Fig. 1: the metal 1 layer
The bar under the picture is 10 um long. Supply wires on this layer in gray.
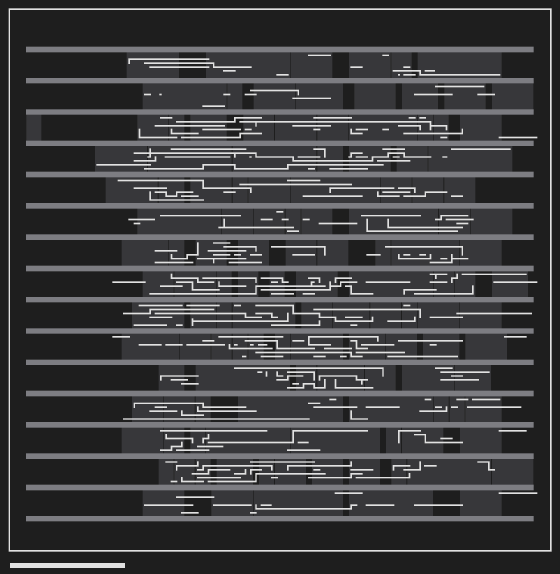
Fig. 2: drive-strength map
The bar under the picture is 10 um long.
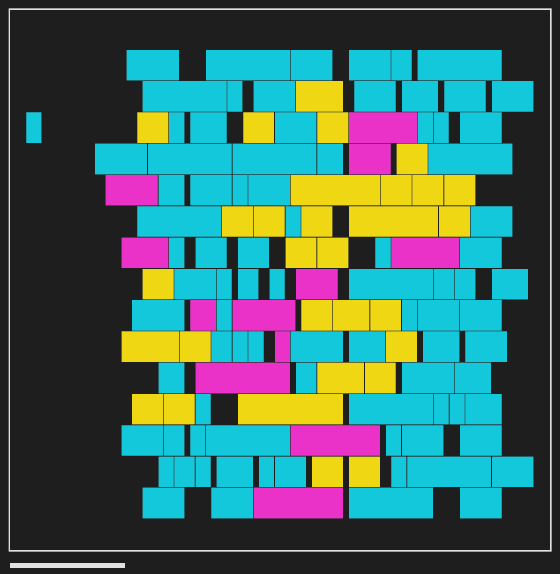
Fig. 3: signal wires on met2
The bar under the picture is 10 um long.
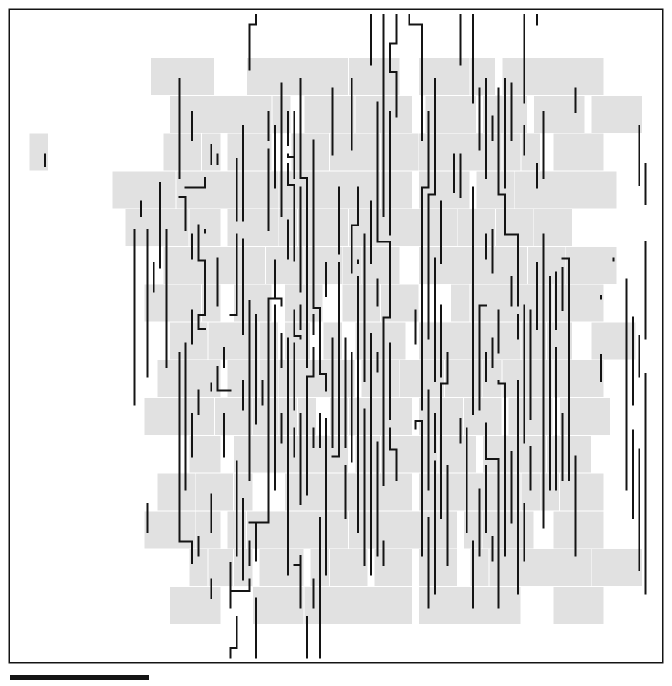
Fig. 4: routing congestion
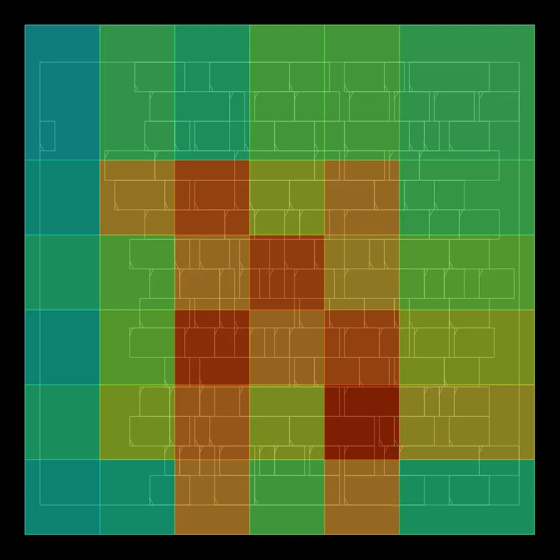
Fig. 5: wiring by layer
Only two layers are drawn.
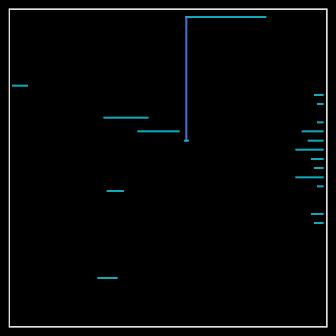
File: config.mk
export PLATFORM = sky130hd
export DESIGN_NAME = fifo_control
export DESIGN_NICKNAME = d
export VERILOG_FILES = /design/src/rtl/fifo_control.sv
export SDC_FILE = /design/constraint.sdc
export NUM_CORES = 1
export LEC_CHECK = 0
export CAP_MARGIN = 25
export CORE_UTILIZATION = 40
export CTS_BUF_LIST = sky130_fd_sc_hd__clkbuf_4 sky130_fd_sc_hd__clkbuf_8 sky130_fd_sc_hd__clkbuf_16
export CTS_CLUSTER_DIAMETER = 40
export DETAILED_ROUTE_END_ITERATION = 12
export PLACE_DENSITY = 0.86
export SLEW_MARGIN = 20
export SYNTH_ARGS = -nofsm -noshare
export SYNTH_HDL_FRONTEND = slang
export SYNTH_SLANG_ARGS = --single-unit
File: constraint.sdc
create_clock -name clk -period 2.7 [get_ports clk]
set_clock_uncertainty 0.1 [all_clocks]
set_input_delay 0.54 -clock clk [delete_from_list [all_inputs] [get_ports clk]]
set_output_delay 0.54 -clock clk [all_outputs]
set_load 0.005 [all_outputs]
File: src/rtl/fifo_control.sv
// Control half of a synchronous FIFO: pointers, occupancy, status flags and
// memory strobes. The storage array lives outside and has a one-cycle read latency.
module fifo_control #(
  parameter int MEM_LENGHT      = 8,
  parameter int ALMOST_FULL_TH  = 6,
  parameter int ALMOST_EMPTY_TH = 2
) (
  input  logic       clk,
  input  logic       reset,
  input  logic       push,
  input  logic       pop,
  output logic       write_enable,
  output logic       read_enable,
  output logic [3:0] write_addr,
  output logic [3:0] read_addr,
  output logic       data_valid,
  output logic [4:0] count,
  output logic       fifo_full,
  output logic       fifo_empty,
  output logic       almost_full,
  output logic       almost_empty,
  output logic       overflow,
  output logic       underflow
);

  localparam int AW = (MEM_LENGHT > 1) ? $clog2(MEM_LENGHT) : 1;

  logic [AW-1:0] wr_ptr;
  logic [AW-1:0] rd_ptr;
  logic          push_ok;
  logic          pop_ok;

  // Flags come straight from the registered occupancy, so they never glitch
  // on same-cycle requests.
  assign fifo_empty   = (count == 5'd0);
  assign fifo_full    = (count == 5'(MEM_LENGHT));
  assign almost_full  = (count >= 5'(ALMOST_FULL_TH));
  assign almost_empty = (count <= 5'(ALMOST_EMPTY_TH));

  // A pop frees a slot in the same cycle, which is what lets a push through
  // on a full FIFO; a pop on empty is refused even if a push arrives with it.
  always_comb begin
    // NOTE: every always_comb output gets a default first so no latch can be inferred.
    pop_ok  = 1'b0;
    push_ok = 1'b0;
    if (!reset) begin
      pop_ok  = pop && !fifo_empty;
      push_ok = push && (!fifo_full || pop_ok);
    end
  end

  assign write_enable = push_ok;
  assign read_enable  = pop_ok;
  assign write_addr   = 4'(wr_ptr);
  assign read_addr    = 4'(rd_ptr);

  always_ff @(posedge clk) begin
    // NOTE: sequential state uses non-blocking assignments so every register
    // samples pre-edge values regardless of statement order.
    if (reset) begin
      wr_ptr     <= '0;
      rd_ptr     <= '0;
      count      <= 5'd0;
      data_valid <= 1'b0;
      overflow   <= 1'b0;
      underflow  <= 1'b0;
    end else begin
      // Power-of-two depth: pointers wrap naturally at their own width.
      if (push_ok) wr_ptr <= wr_ptr + AW'(1);
      if (pop_ok)  rd_ptr <= rd_ptr + AW'(1);

      case ({push_ok, pop_ok})
        2'b10:   count <= count + 5'd1;
        2'b01:   count <= count - 5'd1;
        default: count <= count;
      endcase

      // Memory answers one cycle after the read strobe.
      data_valid <= pop_ok;

      if (push && !push_ok) overflow  <= 1'b1;
      if (pop && !pop_ok)   underflow <= 1'b1;
    end
  end

endmodule

==> results_dict.tcl <==
# flow metrics
set metrics [dict create \
    maxCapViolCount 0 \
    clock_latency_ps 260 \
    warnings 28 \
    track_usage 0.198 \
    critical_path.max_fanout 5 \
    synth_seq_share 0.347 \
    worst_hold_slack_ps 389 \
    drv_slew 0 \
    grt_pass1_wl_um 3040 \
    crit_family "simple AND/OR/NAND/NOR gates" \
    hp-start "overflow" \
    ys_cells 87 \
    peakVddDrop_mv 0.235 \
    antenna_found_initial 0 \
    wl_per_cell_um 13.6 \
    synth.distinct_cells 31 \
    path_clk_slew_ps 80 \
    numClockSinks 14 \
    n_antenna_cell 0 \
    viasPerCell 5.05 \
    chip_area_mm2 0.00220 \
    firstDrtPassIters 4 \
    crit_required_ps 2760 \
    ys.flops 14 \
    final_cell_mix "clkdlybuf4s50_1, buf_4, nor2_1" \
    syn_inst 87 \
    period_minus_slack_ps 2680 \
    status "finished clean" \
    cp-end-kind "flop" \
    cts_root_buffer "clkbuf_4" \
    start_kind "flop" \
    hold_violations 0 \
    initialDrtViolationCount 11 \
    hold_path_class "reg2reg" \
    io_pins 26 \
    timing.slew.headroom 0.671 \
    crit_type "reg2reg" \
    drc 0 \
    tightest_slew_ps 482 \
    finalSetupTns_ps 0 \
    die_w_um 47.0 \
    p_leak_nw 0.572 \
    crit_chain "or3_4, o31ai_4, nor2_4, ha_4, ha_1, or2_2, o22ai_2, mux2i_1, mux2_2" \
    syn-cell-area_um2 808 \
    layout-drive-gt1-share 0.328 \
    period_used_share 0.994 \
    crit_slowest_cell "or3_4" \
    fmax_ghz 0.372 \
    cts_hold_buf 0 \
    slowest_delay_ps 420 \
    setup_viol 0 \
    drtAntennaViolNets 0 \
    cts_buffers 3 \
    routabilityCongestion 0.828 \
    io_buffer_count 23 \
    syn-mean-instance-area_um2 9.29 \
    utilization 0.698 \
    area_growth_syn_to_layout_pct 55.6 \
    fin_nets 141 \
]
About Fig. 1:
nets with wire on the layer = 130
longest straight run = 16.6 um

About Fig. 2:
cyan -> _0 and _1 cells  # cells 86, most used clkdlybuf4s50_1
yellow -> _3 and _4 cells  # cells 30, most used buf_4
magenta -> _2 cells  # cells 12

About Fig. 3:
nets with wire on the layer = 130
wire length on this layer = 1130 um
main direction = vertical
longest straight run = 21.1 um
share of all routed wire = 54%
routed wire length: 2080 um
met2 GRT Util: 0.369
Vias: 772

About Fig. 4:
grt met3 use: 0.0269
met1 usage: 0.216

About Fig. 5:
cyan -> metal 3  # wire length 53.1 um
blue -> metal 4  # wire length 18.4 um

==> layout make-up <==
type	count	area (um2)
multi-input combinational	64	526
sequential	14	283
clock buffer	3	22.5
fill	125	544
inverter	4	15.0
tap	25	31.3
timing repair buffer	43	380
==> per-stage QoR <==
step	std cells	instance area (um2)	power (mW)	worst slack [ps]
detailed placement	148	1180	0.476	-406
floorplan	88	820	0.358	-107
global route	153	1260	0.642	-77.4
finish	153	1260	0.606	15.4
CTS	152	1230	0.597	38.9
global placement	148	1180	0.464	-345
==> path summary, 6_finish.rpt <==
path,to,slack [ps],cells after the start
worst max register to register,count[4],20,9
worst max-delay path,count[4],20,9
worst min-delay path,overflow,390,2
worst min register to register,overflow,390,2
==> synthesized netlist by cell type <==
cell	count	area, um2
buf_4	2	15.0
inv_1	4	15.0
conb_1	1	3.75
nand2b_1	1	6.26
fa_1	1	20.0
or3_1	1	6.26
o211ai_1	1	7.51
or2_2	1	6.26
nor2_1	19	71.3
nor3_1	2	10.0
o22ai_1	1	6.26
or4_1	1	7.51
mux2i_1	3	30.0
a21oi_1	5	25.0
o311ai_2	2	32.5
nor2b_1	3	18.8
a2111oi_0	1	8.76
a211o_2	1	10.0
xor2_1	5	43.8
a21o_1	1	7.51
ha_1	6	75.1
or2_1	1	6.26
nor3_2	1	10.0
dfxtp_1	14	280
nand3_1	1	5.00
o31ai_4	2	42.5
nand2_1	1	3.75
mux2_2	1	11.3
clkbuf_1	2	7.51
buf_6	1	11.3
buf_1	1	3.75
==> what timing repair did <==
item / 4_1_cts / 5_1_grt
endpoints found under the setup margin: 2 / 1
hold endpoints to repair: 0 / 0
resized: 6 / 6
pin swaps: 3 / 5
setup buffers: 1 / 1
==> cell families after synthesis <==
family	synth area share
AND-OR/OR-AND	0.173
XOR/XNOR	0.0542
adder cells (fa/ha/maj)	0.118
buffers and inverters	0.0650
flip-flops	0.347
multiplexers	0.0511
other	0.00464
AND/OR/NAND/NOR	0.187
==> metal layers <==
metal  track usage  part of all wire
met1         0.216              0.42
met2         0.369              0.54
met3        0.0269             0.026
met4         0.103            0.0087
met5             0                 0
==> registers in the layout (all words and copies together) (netlist names) <==
| register | flops |
|---|---|
| count | 5 |
| data_valid | 1 |
| overflow | 1 |
| wr_ptr | 3 |
| rd_ptr | 3 |
| underflow | 1 |
==> power by group <==
group          internal, mW  switching (mW)
Sequential            0.226          0.0125
Combinational         0.143           0.113
Clock                0.0514          0.0603
==> worst min-delay path: stages, from the launching register on <==
cell	delay [ps]
dfxtp_1	340
a21oi_1	40
nor2_1	80
Power is estimated from default activity; no workload was simulated.
